### Logic cells by family, run 1

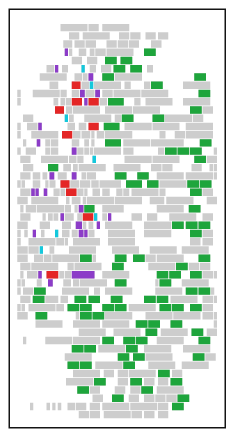
### Met3 routing, run 1

Bar = 20 um.
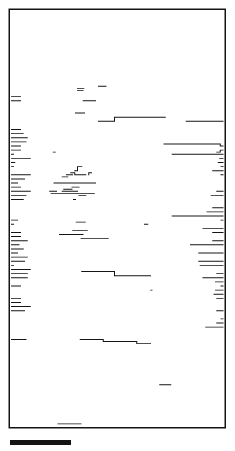
### Met2 routing, run 1

Cells faint in the background.
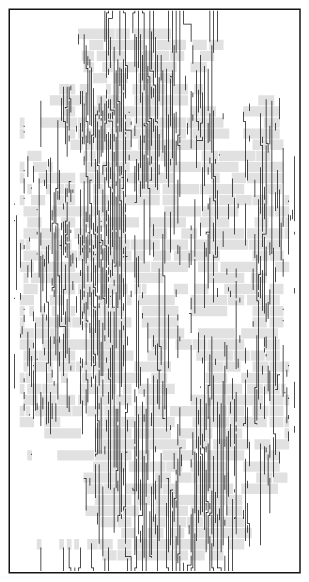
**config.mk**
```make
export PLATFORM = sky130hd
export DESIGN_NAME = fetch_sequencer
export DESIGN_NICKNAME = d
export VERILOG_FILES = /design/src/rtl/fetch_sequencer.sv
export SDC_FILE = /design/constraint.sdc
export NUM_CORES = 1
export LEC_CHECK = 0
export CORE_ASPECT_RATIO = 2
export CORE_MARGIN = 2
export CORE_UTILIZATION = 48
export CTS_CLUSTER_SIZE = 40
export DETAILED_ROUTE_END_ITERATION = 7
export PLACE_DENSITY = 0.85
export SKIP_LAST_GASP = 1
export SYNTH_ARGS = -nofsm -noshare
export SYNTH_HDL_FRONTEND = slang
export SYNTH_SLANG_ARGS = --single-unit
```
**constraint.sdc**
```tcl
create_clock -name clk -period 3.2 [get_ports clk]
set_clock_uncertainty 0.2 [all_clocks]
set_input_delay 0.64 -clock clk [delete_from_list [all_inputs] [get_ports clk]]
set_output_delay 0.64 -clock clk [all_outputs]
set_load 0.005 [all_outputs]
```
**src/rtl/fetch_sequencer.sv**
```systemverilog
// Instruction fetch controller: fetch PC, prefetch queue, redirect flush.
// Define FETCH_SEQ_PERF_EN to build the fetch/bubble performance counters.
module fetch_sequencer #(
  parameter int          DEPTH    = 2,
  parameter logic [15:0] RESET_PC = 16'h0000,
  parameter int          MEM_SIZE = 1024
) (
  input  logic        clk,
  input  logic        reset_n,
  output logic [15:0] imem_addr,
  input  logic [15:0] imem_instr,
  input  logic        redirect_valid,
  input  logic [15:0] redirect_pc,
  output logic        out_valid,
  input  logic        out_ready,
  output logic [15:0] out_instr,
  output logic [15:0] out_pc,
  output logic        fault,
  output logic [15:0] perf_fetched,
  output logic [15:0] perf_bubbles
);

  localparam int PW = $clog2(DEPTH);
  localparam logic [PW:0] FULL = (PW+1)'(DEPTH);
  localparam logic [16:0] LIM = 17'(MEM_SIZE);

  typedef enum logic {
    FETCH,
    HALT
  } state_e;

  state_e        state_q, state_d;
  logic [15:0]   pc_q, pc_d;
  logic          fault_q, fault_d;
  logic [PW-1:0] rd_q, rd_d;
  logic [PW-1:0] wr_q, wr_d;
  logic [PW:0]   cnt_q, cnt_d;
  logic [15:0]   iq_q [DEPTH];
  logic [15:0]   pq_q [DEPTH];

  logic in_bounds;
  logic deq;
  logic enq;

  assign in_bounds = ({1'b0, pc_q} + 17'd3) < LIM;
  assign out_valid = (cnt_q != '0);
  assign out_instr = iq_q[rd_q];
  assign out_pc    = pq_q[rd_q];
  assign imem_addr = pc_q;
  assign fault     = fault_q;

  // Redirect wins over both queue ports: the head is dropped, not handed over.
  assign deq = out_valid && out_ready && !redirect_valid;
  assign enq = (state_q == FETCH) && !redirect_valid && in_bounds
            && ((cnt_q != FULL) || deq);

  always_comb begin
    state_d = state_q;
    pc_d    = pc_q;
    fault_d = fault_q;
    rd_d    = rd_q;
    wr_d    = wr_q;
    cnt_d   = cnt_q;
    if (redirect_valid) begin
      rd_d  = '0;
      wr_d  = '0;
      cnt_d = '0;
      if (redirect_pc[1:0] == 2'b00) begin
        pc_d    = redirect_pc;
        state_d = FETCH;
        fault_d = 1'b0;
      end else begin
        state_d = HALT;
        fault_d = 1'b1;
      end
    end else begin
      if (state_q == FETCH && !in_bounds) begin
        state_d = HALT;
        fault_d = 1'b1;
      end
      if (enq) begin
        pc_d = pc_q + 16'd4;
        wr_d = wr_q + PW'(1);
      end
      if (deq) begin
        rd_d = rd_q + PW'(1);
      end
      case ({enq, deq})
        2'b10:   cnt_d = cnt_q + 1'b1;
        2'b01:   cnt_d = cnt_q - 1'b1;
        default: cnt_d = cnt_q;
      endcase
    end
  end

  always_ff @(posedge clk or negedge reset_n) begin
    if (!reset_n) begin
      state_q <= FETCH;
      pc_q    <= RESET_PC;
      fault_q <= 1'b0;
      rd_q    <= '0;
      wr_q    <= '0;
      cnt_q   <= '0;
    end else begin
      state_q <= state_d;
      pc_q    <= pc_d;
      fault_q <= fault_d;
      rd_q    <= rd_d;
      wr_q    <= wr_d;
      cnt_q   <= cnt_d;
    end
  end

  always_ff @(posedge clk or negedge reset_n) begin
    if (!reset_n) begin
      for (int i = 0; i < DEPTH; i++) begin
        iq_q[i] <= '0;
        pq_q[i] <= '0;
      end
    end else if (enq) begin
      iq_q[wr_q] <= imem_instr;
      pq_q[wr_q] <= pc_q;
    end
  end

`ifdef FETCH_SEQ_PERF_EN
  logic [15:0] fet_q;
  logic [15:0] bub_q;

  always_ff @(posedge clk or negedge reset_n) begin
    if (!reset_n) begin
      fet_q <= '0;
      bub_q <= '0;
    end else begin
      if (enq && fet_q != 16'hFFFF) fet_q <= fet_q + 16'd1;
      if (!out_valid && bub_q != 16'hFFFF) bub_q <= bub_q + 16'd1;
    end
  end

  assign perf_fetched = fet_q;
  assign perf_bubbles = bub_q;
`else
  assign perf_fetched = 16'h0000;
  assign perf_bubbles = 16'h0000;
`endif

endmodule
```
==> Implementation_results.wiki, run 1 <==
== Run summary ==
{| class="wikitable"
! Metric !! Value
|-
| Adder share || 0.2915%
|-
| Layout Cells excl Fill || 551
|-
| Detailed-route wire length per cell || 17.77 um
|-
| Final hold viol count || 0
|-
| Pwr Total || between 2 and 3 mW
|-
| Instance count along the most critical hold path || 1
|-
| Sum Neg Setup Slack || 0 ps
|-
| Run status || finished, final reports clean
|-
| Vias per Instance || 5.510
|-
| Simple Share, Synth || a little under a tenth
|-
| Worst EP required || 3210 ps
|-
| Peak per-stage delay on the critical path || between 500 and 600 ps
|-
| Slew margin rel. || 28.65%
|-
| Kind of launch point of the worst setup path || flop
|-
| Number of cells in Yosys stat || 356
|-
| Synth Area per Inst || 12.06 sq um
|-
| Number of hold buffers added after CTS || 0
|-
| Starting DRT DRC Count || 210
|-
| Xor/xnor share || 0.2040%
|-
| Power per Cell Area || 535.6 mW/mm^2
|-
| Part of the power in the clock network || 34.0%
|-
| Fraction of power consumed by combinational cells || 22.5%
|-
| Resize count post-CTS || 0
|-
| Cell leakage power || 2.546 nW
|-
| Post-Syn Area || 0.004293 sq mm
|-
| Longest Clk Path Bufs || 2
|-
| Initial antenna violation count || 0
|-
| Commonest flop || dfrtp_1
|-
| Critical path peak fanout || 16
|-
| Psw || roughly 710 uW
|-
| Count of unresolved DRC violations after routing || 0
|-
| Worst-margin pin slew || 1070 ps
|-
| Number of enable-type register cells in the synthesized netlist || 0
|-
| Clk ins delay skew pair || between 300 and 400 ps
|-
| Sink Count || ~85
|-
| Worst path arrival time || between 3000 and 4000 ps
|-
| Kind of cell with the highest combined delay on the critical path || simple AND/OR/NAND/NOR gates
|-
| Number of warnings reported in the yosys synthesis log || 0
|-
| RSZ-0062 raised after global routing || false
|-
| Init Core Util || 49.64%
|-
| Internal power of the cells || 2.214 mW
|-
| Crit-path cells || ha_1 -> nand4_4 -> nor4_1 -> mux2i_1 -> a221o_1 -> or3_1 -> buf_4 -> mux2_4
|}
## Picture notes: 'Logic cells by family'
legend:
  AND-OR and OR-AND gates:
    colour: red
    cells: 10
  NAND gates:
    colour: purple
    cells: 25
    most_used: nand2_1
  inverters:
    colour: cyan
    cells: 7
    most_used: inv_1
  multiplexers:
    colour: green
    cells: 91
    most_used: mux2_2

## Picture notes: 'Met3 routing'
share of all routed wire: 5.1%
main direction: horizontal

## Picture notes: 'Met2 routing'
share of all routed wire: 58%
nets with wire on the layer: 451
longest straight run: 45.6 um
wire length on this layer: 5,660 um
main direction: vertical

==> run 1: metal layers <==
| layer | track usage, % | share of wire, % |
|---|---|---|
| met5 | 0 | 0 |
| met4 | 9.958 | 2.4 |
| met3 | 3.658 | 5.0 |
| met2 | 40.24 | 58 |
| met1 | 20.52 | 35 |
==> run 1: area by class of cell <==
cell class | instances | area (sq um)
fill | 696 | 3186
inverter | 7 | 26.28
multi-input combinational | 242 | 1894
timing repair buffer | 103 | 1008
tap | 100 | 125.1
sequential | 85 | 2127
clock inverter | 2 | 35.03
clock buffer | 12 | 246.5
==> run 1: sequential cells by signal (all words and copies together) (netlist names) <==
name       flops
rd_q           1
cnt_q          2
pq_q          32
fault          1
imem_addr     16
iq_q          32
wr_q           1
==> run 1: Yosys cell counts, drive strengths merged, types with 3 or more instances <==
cell type	n	area share (%)
and2	12	1.7
nand2	14	1.2
inv	7	0.61
clkbuf	13	1.1
and3	4	0.58
o21ai	10	1.3
dfrtp	85	50
o211ai	3	0.52
buf	40	7.3
nor2	14	1.2
nand3	9	1.0
mux2	89	24
a21oi	5	0.58
nor3	8	1.0
==> run 1: kinds of logic after synthesis <==
| logic type | after synthesis |
|---|---|
| compound gates | 44 |
| mux | 91 |
| simple gates | 73 |
| flops | 85 |
| xor+xnor | 1 |
| other cells | 1 |
| buf+inv | 60 |
| fa+ha+maj | 1 |
==> run 1: cells in the final DEF (no fill, tap or decap), drive strengths merged, types with 2 or more instances in the layout <==
cell type	n
nand4	2
a21oi	5
o221ai	2
o211ai	3
inv	7
nor2b	2
or2	2
clkbuf	12
dfrtp	85
a31o	2
o21ai	10
a221o	2
and4	2
nand3	9
mux2	89
clkdlybuf4s50	84
nand2	14
o211a	2
a211oi	2
nor3	8
buf	19
or3	2
a22oi	2
conb	32
nor2	14
and2	12
a221oi	2
mux2i	2
a31oi	2
and3	4
==> run 1: stage by stage <==
step / area (sq um) / hold WS (ps) / setup slack [ps] / utilization, %
after floorplan: 4409 / 144.4 / 236.9 / -
after CTS: 5463 / 281.2 / 141.0 / 63.17
after detailed placement: 5181 / 265.1 / 155.6 / 59.91
final: 5463 / 278.6 / 122.7 / 63.17
after global routing: 5463 / 307.4 / 14.07 / 63.17
after global placement: 5181 / 263.0 / 220.5 / 59.91
==> run 1: power groups by stage <==
stage,clock network [mW],registers (mW),logic (mW)
after floorplan,0,1.27,0.325
after global placement,0,1.28,0.644
after detailed placement,0,1.29,0.657
after CTS,1.01,1.27,0.666
after global routing,1.05,1.29,0.712
final,0.994,1.27,0.658
==> run 1: worst paths after layout <==
path | from | endpoint | slack, ps
max | imem_addr[2] | pq_q[25] | 120
min | pq_q[13] | pq_q[13] | 280
max reg2reg | imem_addr[2] | pq_q[25] | 120
min reg2reg | pq_q[13] | pq_q[13] | 280
max in group asynchronous | reset_n | pq_q[13] | 1810
min in group asynchronous | reset_n | iq_q[27] | 310
==> inputs of run 2 (changes only) <==
--- a/config.mk
+++ b/config.mk
@@ -8,6 +8,7 @@
 export CORE_ASPECT_RATIO = 2
 export CORE_MARGIN = 2
 export CORE_UTILIZATION = 48
+export CTS_CLUSTER_DIAMETER = 50
 export CTS_CLUSTER_SIZE = 40
 export DETAILED_ROUTE_END_ITERATION = 7
 export PLACE_DENSITY = 0.85
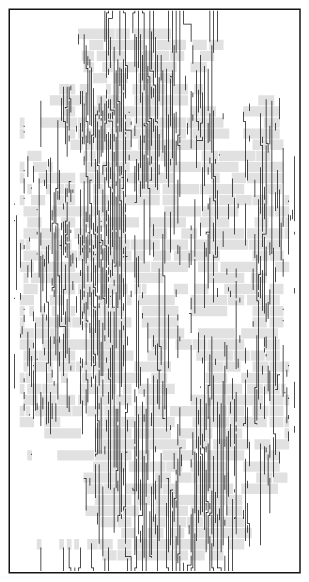
*Met2 routing, run 2*
Cells faint in the background.
longest straight run: 45.6 um
wire length on this layer: 5,660 um
nets with wire on the layer: 451
main direction: vertical

==> Implementation_results.wiki, run 2 <==
== Run summary ==
{| class="wikitable"
! Metric !! Value
|-
| Instance count along the most critical hold path || 1 (unchanged)
|-
| Final WS setup || 122.7 ps (unchanged)
|-
| FF-to-FF Start || imem_addr[2]
|-
| Post-Syn Area || 0.004293 sq mm (unchanged)
|-
| Init Core Util || 49.64% (unchanged)
|-
| Core occupancy in the finished layout || 63.17% (unchanged)
|-
| Crit-path cells || ha_1 -> nand4_4 -> nor4_1 -> mux2i_1 -> a221o_1 -> or3_1 -> buf_4 -> mux2_4
|-
| Commonest flop || dfrtp_1
|-
| Critical path peak fanout || 16 (unchanged)
|-
| Initial antenna violation count || 0 (unchanged)
|-
| Resize count post-CTS || 0 (unchanged)
|-
| Pwr Total || 2.926 mW (unchanged)
|-
| Post-DP Area || 0.005181 sq mm (unchanged)
|-
| Most frequent cells in the layout || mux2_2, dfrtp_1, clkdlybuf4s50_1
|-
| Kind of cell with the highest combined delay on the critical path || simple AND/OR/NAND/NOR gates
|-
| Starting DRT DRC Count || 210 (unchanged)
|-
| Run status || finished, final reports clean
|-
| Vias per Instance || 5.510 (unchanged)
|-
| Longest Clk Path Bufs || 2 (unchanged)
|-
| Number of cells in Yosys stat || 356 (unchanged)
|-
| Detailed-route wire length per cell || 17.77 um (unchanged)
|-
| Sum Neg Setup Slack || 0 ps (unchanged)
|}
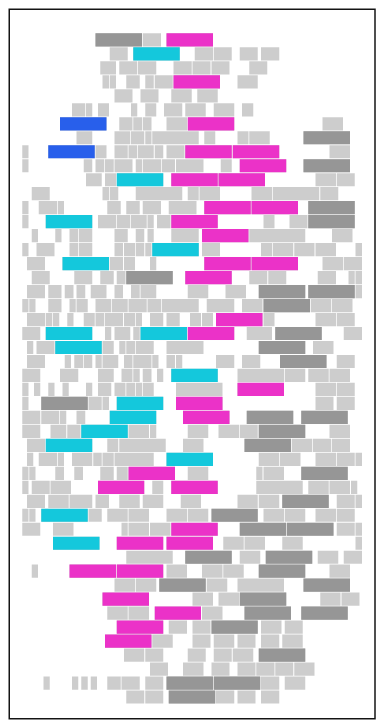
*Register map, names as in the netlist, run 2*
legend:
  cnt_q:
    colour: blue
    placed_flops: 2
  pq_q:
    colour: magenta
    placed_flops: 32
  imem_addr:
    colour: cyan
    placed_flops: 16
not coloured: 35

[run 2: cell counts in the layout (fill, tap and decap cells not counted)]
Identical to the previous run, type by type.
[run 2: power breakdown]
part,internal (mW),switching (mW)
registers,1.18,0.0897
logic,0.414,0.244
clock network,0.616,0.378
total,2.21,0.712
[run 2: kinds of logic (layout without fill, tap and decap cells)]
group           after synthesis  in the layout  share of synthesized area [%]
compound gates               44             44                          7.549
xor+xnor                      1              1                         0.2041
fa+ha+maj                     1              1                         0.2914
buf+inv                      60            124                          9.035
flops                        85             85                          49.55
mux                          91             91                          24.16
other cells                   1             32                        0.08735
simple gates                 73             73                          9.123
[run 2: how the worst max path moves through the flow]
stage                           to  cells after the start  slack [ps]
after floorplan           iq_q[22]                      9         240
after global placement    pq_q[25]                      8         220
after detailed placement  pq_q[25]                      8         160
after CTS                 pq_q[26]                      8         140
after global routing      pq_q[23]                      8          10
final                     pq_q[25]                      8         120
[run 2: final cells by class]
class	count	area, sq um
clock buffer	12	246.5
clock inverter	2	35.03
fill	696	3186
inverter	7	26.28
multi-input combinational	242	1894
sequential	85	2127
tap	100	125.1
timing repair buffer	103	1008
[run 2: metal layers]
| layer | share of wire (%) | vias up | track usage (%) | wire, um |
|---|---|---|---|---|
| met5 | 0 | - | 0 | 0 |
| met4 | 2.4 | 0 | 9.958 | 235 |
| met3 | 5.0 | 17 | 3.658 | 494 |
| met2 | 58 | 125 | 40.24 | 5660 |
| met1 | 35 | 1506 | 20.52 | 3403 |
| li1 | - | 1388 | - | - |
Power figures rest on the tool's default switching activity, not on a simulated workload.
